==> run_1/m3.png <==
(12 px per um)
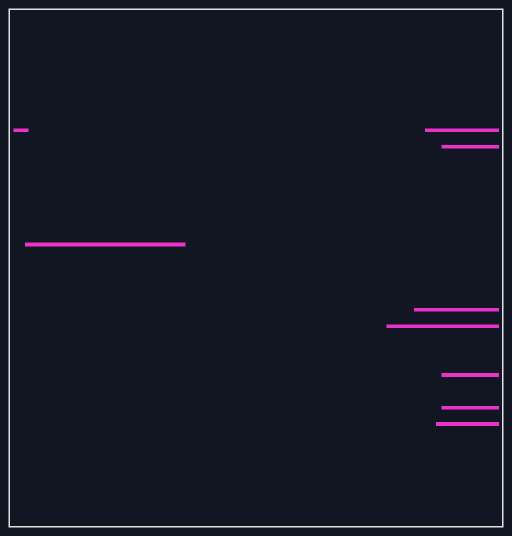
==> run_1/sizing.png <==
(12 px per um)
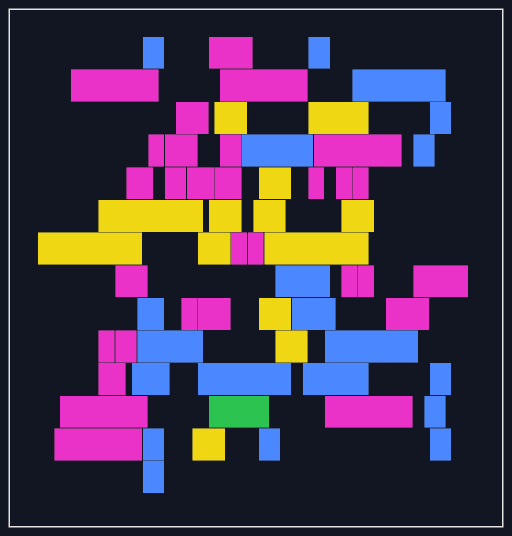
==> run_1/ff_map.png <==
(8 px per um)
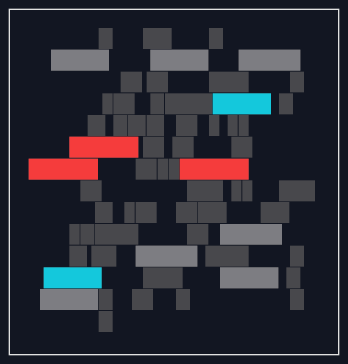
==> run_1/clock_nets.png <==
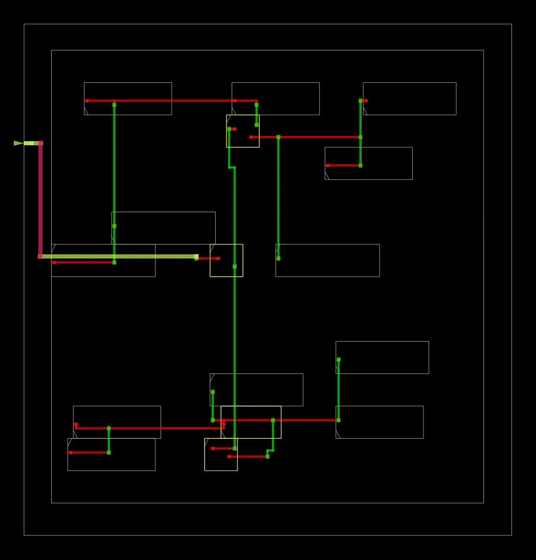
==> config.mk <==
export PLATFORM = sky130hd
export DESIGN_NAME = mult4_seq_ctrl
export DESIGN_NICKNAME = d
export VERILOG_FILES = /design/src/rtl/mult4_seq_ctrl.sv
export SDC_FILE = /design/constraint.sdc
export NUM_CORES = 1
export LEC_CHECK = 0
export CORE_AREA = 2 2 39 41
export DETAILED_ROUTE_END_ITERATION = 8
export DIE_AREA = 0 0 41 43
export GPL_ROUTABILITY_DRIVEN = 1
export MAX_ROUTING_LAYER = met4
export PLACE_DENSITY_LB_ADDON = 0.1
export SYNTH_ARGS = -nofsm -noshare
export SYNTH_HDL_FRONTEND = slang
export SYNTH_SLANG_ARGS = --single-unit
export TNS_END_PERCENT = 5
==> constraint.sdc <==
create_clock -name clk -period 0.9 [get_ports clk]
set_input_delay 0.18 -clock clk [delete_from_list [all_inputs] [get_ports clk]]
set_output_delay 0.18 -clock clk [all_outputs]
set_load 0.005 [all_outputs]
==> flow_metrics.py <==
# Physical implementation metrics
metrics = {
    "status": {
        "status": "finished, violations left",
        "violations": "negative setup slack",
    },
    "power": {
        "total_power_w": 0.00120,
        "swShare": 0.234,
        "p_clk_frac": 0.349,
        "power_density_nw_per_um2": 1860,
        "leakagePower_nw": 0.292,
        "vdd_drop_max_mv": 0.809,
        "pg_clk_w": 0.000418,
        "p_comb_w": 0.000184,
        "pwr-share-seq": 0.497,
        "p_comb_frac": 0.154,
        "switchingPower_w": 0.000280,
        "power_leader": "sequential cells",
        "intPower_w": 0.000917,
    },
    "placement": {
        "place.gp.congestion": 0.712,
        "place_ws_ps": -267,
        "port_buffers": 13,
        "place_hpwl_um": 596,
        "placed_cell_area_um2": 609,
    },
    "synthesis": {
        "ys_cells": 44,
        "synthCells": 44,
        "top_cell": "dfxtp_1",
        "simple_gate_area_frac": 0.188,
        "fa_ha_area_frac": 0,
        "synth_area_um2": 440,
        "syn_area_per_cell_um2": 10.0,
        "syn-num-nets": 48,
        "xor_share": 0.0199,
        "ys_seq_share": 0.545,
        "synthTopCellsByCount": "dfxtp_1 (12), nor2_1 (5), a21oi_1 (3), nand2_1 (3), nand2b_1 (3)",
        "ys_area_um2": 440,
        "synthFlopType": "dfxtp_1",
        "ys_ff": 12,
        "synth_warnings": 0,
        "ys_top_logic_family": "simple AND/OR/NAND/NOR gates",
        "edf_count": 0,
        "synth_top_area_share": 0.545,
        "compound_area_frac": 0.170,
        "synthArstFlopShare": 0,
        "ys_types": 20,
        "synthMuxAreaShare": 0,
        "yosysTopAreaCell": "dfxtp_1",
        "synth.area.top_cells": "dfxtp_1 (55%), nand2b_1 (4.3%), nor2_1 (4.3%)",
    },
    "floorplan": {
        "nWellTaps": 16,
        "core-area_um2": 1380,
        "die_x_um": 41,
        "die_height_um": 43,
        "chip_area_um2": 1760,
        "num_io_pins": 14,
        "fp-utilization": 0.318,
        "rows": 14,
    },
    "cts": {
        "cts_resized": 45,
        "clk_path_buf_depth": 2,
        "htreeDepth": 1,
        "clk_pin_slew_ps": 70,
        "cts_tree": "built",
        "postCtsSetupBuffers": 0,
        "cts_root_buffer": "clkbuf_4",
        "holdBufCountCts": 0,
    },
    "critical_path": {
        "cp.required_ps": 1080,
        "crit_arrival_ps": 1080,
        "path_class": "input port to register",
        "crit_path_end_kind": "register",
        "cp_max_fo": 2,
        "start_kind": "input port",
        "reg2reg_slack_ps": 0,
        "ff2ff_path_depth": 2,
    },
    "layout": {
        "diodes": 0,
        "comb_cells": 27,
        "mi_logic_area_um2": 198,
        "clock_buffers": 4,
        "fillers": 143,
        "buffer_area_frac": 0.198,
        "area_growth_pct": 46.3,
        "dominant-cell-class": "registers",
        "flop_area_um2": 255,
        "flops": 12,
        "fin_nets": 69,
        "largest_reg_flops": 3,
        "sh_comb_area": 0.307,
        "drive_gt1_frac": 0.531,
        "n_all_inverters": 2,
        "clk_share": 0.0563,
    },
    "final_timing": {
        "max_slew_margin": 0.850,
        "setup_viol": 1,
        "skew_ps": 5.43,
        "setup_ws_ps": -6.93,
        "tightest_slew_ps": 224,
        "min_period_ps": 907,
        "fin_hold_ws_ps": 270,
        "fmax_mhz": 1100,
        "fin_crit_sh": 1.01,
        "finalHoldViolCount": 0,
        "rsz0062_at_grt": "yes",
        "maxSlewViolCount": 0,
    },
    "routing": {
        "vias_per_cell": 4.70,
        "first_iter_violations": 2,
        "drc_errors": 0,
        "wirelength_met1_um": 378,
        "drt-total-wl_um": 878,
        "first_pass_iters": 3,
        "routed-wl-met2_um": 435,
        "wire_per_inst_um": 11.0,
        "wl_met3_um": 54,
        "postRouteAntennaNets": 0,
        "dr.max_layer_used": "met4",
    },
    "grt": {
        "grt_pass1_vias": 329,
        "grt_max_degree": 10,
        "top_usage_layer": "met2",
        "met1_usage": 0.150,
        "grt_use_met2": 0.175,
        "grt_usage": 0.124,
        "antenna_found_initial": 0,
        "grt_pass1_wl_mm": 1.40,
        "gr-total-overflow": 0,
    },
    "hold_path": {
        "whs_path_depth": 3,
        "hp-class": "input port to register",
    },
    "run": {
        "tool_warnings": 28,
        "drv_cap": 0,
    },
}
About m3.png:
share of all routed wire	6.2%
wire length on this layer	54.2 um
grt met3 use: 0.0314
Vias: 376

About sizing.png:
colour	size	cells	share	most used
yellow	x3 and x4	13	20%	buf_4
green	x6 and larger	1	1.6%	clkbuf_8
magenta	x1 and smaller	30	47%	dfxtp_1
blue	x2	20	31%	buf_2
final setup margin: -6.93 ps
Non-clk bufs: 19
Design Area, Final: 644 um^2

About ff_map.png:
colour	name in the netlist	sequential cells
cyan	`step`	2
red	`state_reg`	3
not coloured	7
Seq area share: 0.396
final core utilization: 0.466
Power Sequential: 0.000595 W

About clock_nets.png:
CTS Buf Count: 3
Latency at later pin: 270 ps
CTS Sinks: 12

==> run 1: placed cells by master (no fill, tap or decap), types with 3 or more instances in the layout <==
cell      netlist  routed
dfxtp_4         0       3
nand2_1         3       3
buf_2           0      10
dfxtp_2         0       3
nor2_1          5       5
a21oi_1         3       3
dfxtp_1        12       6
buf_4           2       6
clkbuf_4        0       3
==> run 1: per-stage QoR <==
stage	setup TNS, ps	instances
2_1_floorplan	0	44
3_3_place_gp	-2680	76
3_5_place_dp	-2840	76
4_1_cts	-78.6	80
5_1_grt	-231	80
6_report	-6.93	80
==> run 1: critical path: stages <==
cell,delay [ps]
clkdlybuf4s50_1,440
o21a_1,230
a221oi_2,230
Power is estimated from default activity; no workload was simulated.
